Fig. 1: signal wires on met1
Scale bar: 20 um. Supply wires on this layer in gray.
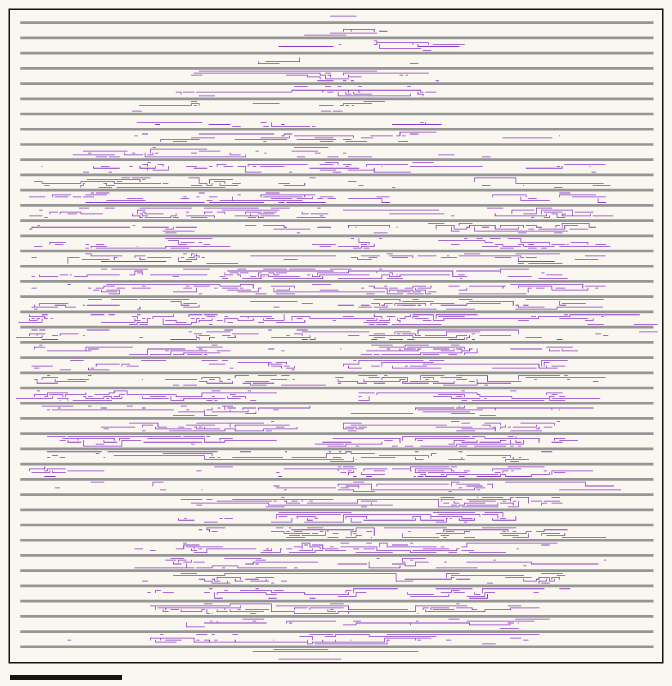
Fig. 2: M2 wires
Cells faint in the background.
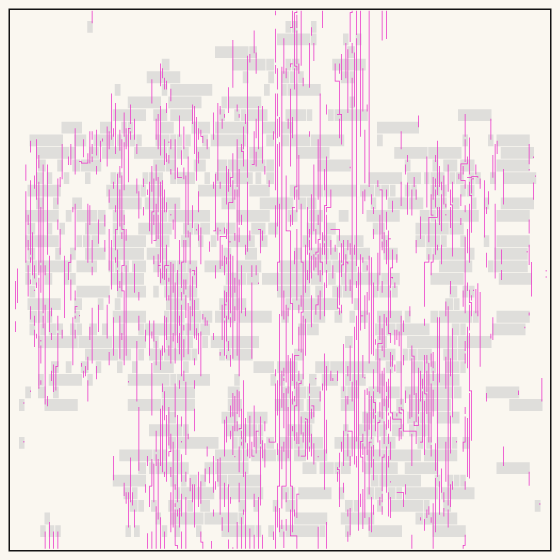
Fig. 3: M3 wires
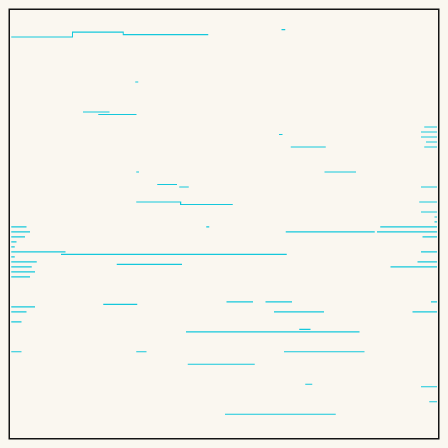
Fig. 4: placed cells, one color a class
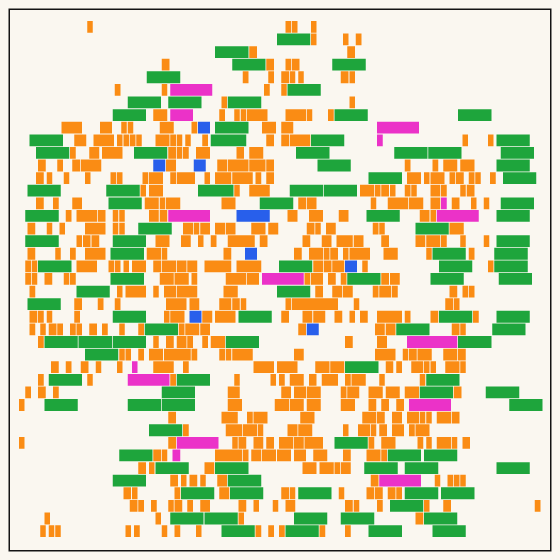
File: config.mk
export PLATFORM = sky130hd
export DESIGN_NAME = pkt_send_module
export DESIGN_NICKNAME = d
export VERILOG_FILES = /design/src/rtl/pkt_send_module_pkg.sv /design/src/rtl/pkt_send_module_timer.sv /design/src/rtl/pkt_send_module.sv
export SDC_FILE = /design/constraint.sdc
export NUM_CORES = 1
export LEC_CHECK = 0
export ABC_CLOCK_PERIOD_IN_PS = 3800
export CORE_MARGIN = 1.5
export CORE_UTILIZATION = 40
export CTS_CLUSTER_DIAMETER = 150
export DETAILED_ROUTE_END_ITERATION = 8
export DONT_BUFFER_PORTS = 1
export SYNTH_ARGS = -nofsm -noshare
export SYNTH_HDL_FRONTEND = slang
export SYNTH_SLANG_ARGS = --single-unit
File: constraint.sdc
create_clock -name clk -period 3.8 [get_ports clk]
set_clock_uncertainty 0.15 [all_clocks]
set_input_delay 0.76 -clock clk [delete_from_list [all_inputs] [get_ports clk]]
set_output_delay 0.76 -clock clk [all_outputs]
set_load 0.05 [all_outputs]
File: src/rtl/pkt_send_module_pkg.sv
`default_nettype none
//------------------------------------------------------------------------------
// Module   : pkt_send_module_pkg
// Brief    : Shared widths, header field offsets and word builders for the
//            per-port packet generator.
// Revision : 1.0 - initial release
//------------------------------------------------------------------------------
package pkt_send_module_pkg;

  localparam int DATA_WIDTH      = 32;
  localparam int PORT_NUB_TOTAL  = 16;
  localparam int DATA_LENGTH_MAX = 1024;
  localparam int PRIORITY        = 8;

  localparam int WIDTH_SEL      = $clog2(PORT_NUB_TOTAL);
  localparam int WIDTH_LENGTH   = $clog2(DATA_LENGTH_MAX);
  localparam int WIDTH_PRIORITY = $clog2(PRIORITY);

  localparam int PERIOD_WIDTH  = 20;
  localparam int SEQ_WIDTH     = 8;
  localparam int SRC_WIDTH     = 8;

  // Header word is packed LSB-first: dest, priority, length, source port.
  localparam int HDR_DEST_LSB = 0;
  localparam int HDR_PRI_LSB  = HDR_DEST_LSB + WIDTH_SEL;
  localparam int HDR_LEN_LSB  = HDR_PRI_LSB + WIDTH_PRIORITY;
  localparam int HDR_SRC_LSB  = HDR_LEN_LSB + WIDTH_LENGTH;

  // Payload word: word index in the low half, sequence number above it.
  localparam int PAY_IDX_WIDTH = 16;
  localparam int PAY_SEQ_LSB   = 16;

  function automatic logic [DATA_WIDTH-1:0] make_header(
    input logic [SRC_WIDTH-1:0]      src,
    input logic [WIDTH_LENGTH-1:0]   len,
    input logic [WIDTH_PRIORITY-1:0] pri,
    input logic [WIDTH_SEL-1:0]      dst
  );
    logic [DATA_WIDTH-1:0] word;
    word = '0;
    word[HDR_DEST_LSB +: WIDTH_SEL]      = dst;
    word[HDR_PRI_LSB  +: WIDTH_PRIORITY] = pri;
    word[HDR_LEN_LSB  +: WIDTH_LENGTH]   = len;
    word[HDR_SRC_LSB  +: SRC_WIDTH]      = src;
    return word;
  endfunction

  function automatic logic [DATA_WIDTH-1:0] make_payload(
    input logic [SEQ_WIDTH-1:0]    seq,
    input logic [WIDTH_LENGTH-1:0] idx
  );
    logic [DATA_WIDTH-1:0] word;
    word = '0;
    word[PAY_SEQ_LSB +: SEQ_WIDTH] = seq;
    word[0 +: PAY_IDX_WIDTH]       = PAY_IDX_WIDTH'(idx);
    return word;
  endfunction

endpackage
`default_nettype wire

File: src/rtl/pkt_send_module_timer.sv
`default_nettype none
//------------------------------------------------------------------------------
// Module   : send_period_timer
// Brief    : Free-running sop-to-sop period counter; flags when the
//            programmed period has elapsed since the last clear.
// Revision : 1.0 - initial release
//------------------------------------------------------------------------------
module send_period_timer
  import pkt_send_module_pkg::*;
(
  input  logic                    clk,
  input  logic                    rst_n,
  input  logic                    clear,
  input  logic [PERIOD_WIDTH-1:0] period,
  output logic                    elapsed
);

  logic [PERIOD_WIDTH-1:0] count;

  // Count cycles since the last clear; saturate so a long idle never wraps.
  always_ff @(posedge clk) begin
    if (rst_n) begin
      count <= '0;
    end else if (clear) begin
      count <= '0;
    end else if (count != '1) begin
      count <= count + PERIOD_WIDTH'(1);
    end
  end

  // Count is cleared in the sop cycle, so count+1 reaching period means the
  // next cycle is exactly one period after that sop.
  assign elapsed = ({1'b0, count} + (PERIOD_WIDTH + 1)'(1)) >= {1'b0, period};

endmodule
`default_nettype wire

File: src/rtl/pkt_send_module.sv
`default_nettype none
//------------------------------------------------------------------------------
// Module   : pkt_send_module
// Brief    : Per-port traffic generator: header word plus `length` payload
//            words on a sop/vld/eop write port, single-shot or periodic.
// Revision : 1.0 - initial release
//------------------------------------------------------------------------------
module pkt_send_module
  import pkt_send_module_pkg::*;
#(
  parameter int tx_port = 0
) (
  input  logic                      clk,
  input  logic                      rst_n,
  input  logic                      start,
  input  logic                      single,
  input  logic [PERIOD_WIDTH-1:0]   send_cycle,
  input  logic [WIDTH_SEL-1:0]      dest,
  // "priority" is a reserved word, hence the prefix.
  input  logic [WIDTH_PRIORITY-1:0] pkt_priority,
  input  logic [WIDTH_LENGTH-1:0]   length,
  output logic                      ready,
  output logic                      done,
  output logic                      wr_sop,
  output logic                      wr_eop,
  output logic                      wr_vld,
  output logic [DATA_WIDTH-1:0]     wr_data
);

  typedef enum logic [2:0] {
    ST_IDLE = 3'd0,
    ST_SOP  = 3'd1,
    ST_HEAD = 3'd2,
    ST_DATA = 3'd3,
    ST_EOP  = 3'd4,
    ST_GAP  = 3'd5,
    ST_HOLD = 3'd6
  } state_t;

  localparam logic [SRC_WIDTH-1:0]    TX_ID   = SRC_WIDTH'(tx_port);
  localparam logic [WIDTH_LENGTH-1:0] LEN_ONE = WIDTH_LENGTH'(1);

  state_t                    state, state_next;
  logic [WIDTH_LENGTH-1:0]   word_idx, idx_next;
  logic [SEQ_WIDTH-1:0]      seq;
  logic [WIDTH_SEL-1:0]      dest_q;
  logic [WIDTH_PRIORITY-1:0] pri_q;
  logic [WIDTH_LENGTH-1:0]   len_q;
  logic                      single_q;
  logic [PERIOD_WIDTH-1:0]   cycle_q;
  logic                      timer_clear;
  logic                      period_done;

  send_period_timer u_timer (
    .clk     (clk),
    .rst_n   (rst_n),
    .clear   (timer_clear),
    .period  (cycle_q),
    .elapsed (period_done)
  );

  // Next-state and payload index; start is observed live, mode is latched.
  always_comb begin
    state_next = state;
    idx_next   = word_idx;
    case (state)
      ST_IDLE: if (start) state_next = ST_SOP;
      ST_SOP:  state_next = ST_HEAD;
      ST_HEAD: begin
        idx_next   = '0;
        state_next = (len_q == '0) ? ST_EOP : ST_DATA;
      end
      ST_DATA: begin
        if (word_idx == len_q - LEN_ONE) state_next = ST_EOP;
        else                             idx_next   = word_idx + LEN_ONE;
      end
      ST_EOP: begin
        if (single_q)   state_next = ST_HOLD;
        else if (start) state_next = ST_GAP;
        else            state_next = ST_IDLE;
      end
      // An overrun period has already elapsed on the first GAP cycle, which
      // yields the one-cycle minimum gap.
      ST_GAP: begin
        if (!start)           state_next = ST_IDLE;
        else if (period_done) state_next = ST_SOP;
      end
      ST_HOLD: if (!start) state_next = ST_IDLE;
      default: state_next = ST_IDLE;
    endcase
  end

  // The period is measured from each sop.
  assign timer_clear = (state_next == ST_SOP);

  // State, latched request fields, sequence number and registered outputs.
  always_ff @(posedge clk) begin
    if (rst_n) begin
      state    <= ST_IDLE;
      word_idx <= '0;
      seq      <= '0;
      dest_q   <= '0;
      pri_q    <= '0;
      len_q    <= '0;
      single_q <= 1'b0;
      cycle_q  <= '0;
      ready    <= 1'b1;
      done     <= 1'b0;
      wr_sop   <= 1'b0;
      wr_eop   <= 1'b0;
      wr_vld   <= 1'b0;
      wr_data  <= '0;
    end else begin
      state    <= state_next;
      word_idx <= idx_next;
      if (state == ST_IDLE && start) begin
        dest_q   <= dest;
        pri_q    <= pkt_priority;
        len_q    <= length;
        single_q <= single;
        cycle_q  <= send_cycle;
      end
      if (state == ST_EOP) seq <= seq + SEQ_WIDTH'(1);
      ready  <= (state_next == ST_IDLE);
      done   <= (state == ST_EOP);
      wr_sop <= (state_next == ST_SOP);
      wr_eop <= (state_next == ST_EOP);
      wr_vld <= (state_next == ST_HEAD) || (state_next == ST_DATA);
      case (state_next)
        ST_HEAD: wr_data <= make_header(TX_ID, len_q, pri_q, dest_q);
        ST_DATA: wr_data <= make_payload(seq, idx_next);
        default: wr_data <= '0;
      endcase
    end
  end

endmodule
`default_nettype wire

==> run notes <==
Results of the full flow below.

Outcome:
- The flow ran to the end, and the final reports show no timing, DRC or antenna violations.

Global route:
- The run puts the overall track demand over capacity in global routing at 18.3%.
- The run gives the global-route wire length before repair as 19000 um.
- The run puts the maximum number of pins on one net before global-route repair at 58.
- The run gives the most congested layer reported by global routing as met2.
- The run gives the global-route congestion overflow total as 0.

Timing:
- The run gives the transition time at the pin with the least slew margin as 845 ps.
- The run puts the total negative slack for setup checks at 0 ps.
- The run puts the max-slew violation count at 0.
- The run gives the number of failing hold endpoints at the final stage as 0.
- The flow reports an fmax of 283 MHz.

Clocking:
- The run gives the number of gates resized after cts as 0.
- TritonCTS built the clock tree.
- The run puts the number of buffers inserted during clock tree synthesis at 9.
- The post-CTS hold buffer count recorded in the log is 0.

Cells and area:
- The run puts the number of clock buffers in the layout at 13.
- The finished layout holds 795 standard cells, fillers aside.
- The register with the most flip-flops in the final layout is wr_data.
- The run gives the register area as 0.00216 mm2.
- Among logic cells in the layout, the one with the most instances is sky130_fd_sc_hd__dfxtp_1.
- The final antenna diode tally reported by the flow is 0.
- The run puts the inverter count at 37.

Placement:
- The run puts the worst-case setup slack after placement at 120 ps.
- The run puts the cell count after placement at 779.
- The HPWL after detailed placement is about 8400 um.

Power and ir drop:
- The internal power of the cells totals 0.00186 W.
- The clock network consumes a total of 0.000917 W.
- The run gives the relative contribution of sequential cells to total power as 49.3%.
- The run gives the biggest power consumer among the groups as registers.
- The run puts the combinational group power at 0.000401 W.
- The run gives the power density over the cells as ~460 mW/mm2.

Job:
- Across all stage logs, warnings added up to 27.

Hold path:
- The run gives the beginning of the worst hold path as cycle_q[11]$_SDFFE_PP0P_.
- The run gives the cell depth of the worst hold path as 2.

Synthesis:
- The run gives the adder and majority gate portion of the synthesized area as 6.07%.
- The run gives the Yosys chip area as 0.00515 mm2.
- The average instance in the mapped netlist occupies 8.17 um2.
- The run gives the xor and xnor fraction of the mapped netlist area as 8.50%.
- For this run the top cell type by instance count after synthesis was sky130_fd_sc_hd__dfxtp_1.
- The run puts the post-synthesis cell count from yosys at roughly 630.
- The run puts the share of flip-flops with an asynchronous set or reset after synthesis at 0%.
- By count the netlist is led by 108 x sky130_fd_sc_hd__dfxtp_1, 102 x sky130_fd_sc_hd__nand2_1, 81 x sky130_fd_sc_hd__nor2_1.
- For this run, the leading register cell type out of synthesis is sky130_fd_sc_hd__dfxtp_1.

Worst setup path:
- The cell sequence reported for the critical path is ha_1, nand3_2, nor2_4, and4_1, and3_1, xor2_1, ha_1, a21o_1, a2111oi_2, o311ai_2, o41ai_2, buf_4, o21ai_2, buf_12, nor2_1.
- The run gives the critical path launch point type as a flip-flop.
- The run puts the data required time of the critical path at 3930 ps.
- The timing report attributes the biggest portion of critical-path delay to AND-OR/OR-AND gates.
- The run gives the launch point of the worst path as u_timer.count[0]$_SDFFE_PP0P_.

Detailed routing:
- The run gives the met2 layer wire length in the routed design as 5370 um.
- The run gives the initial detailed-routing violation count as 144.
## Picture notes: Fig. 1
The layer holds 47% of the routed length. The layer carries 5450 um of wire. 614 nets have wire on it.

## Picture notes: Fig. 2
The longest straight run is 56.8 um. The layer holds 47% of the routed length.
routed via count: 4093
DRT Wirelength: 11600 um
grt met2 use: 29.6%

## Picture notes: Fig. 3
The longest straight run is 61.2 um. 50 nets have wire on it.

## Picture notes: Fig. 4
Key: all other logic = orange [cells 492, share of their area 53%]; clock drivers and dummy loads = magenta [cells 15, share of their area 5.3%]; other buffers and delay cells = blue [cells 8, share of their area 1.3%]; flops = green [cells 108, share of their area 40%]
Core Rows: 41
fraction of the core area covered by cells at the end of the flow: 44.3%
core box area: 0.0126 mm2
fraction of area in registers: 38.7%
area of all placed cells without fillers: 0.00559 mm2

Power is estimated from default activity; no workload was simulated.
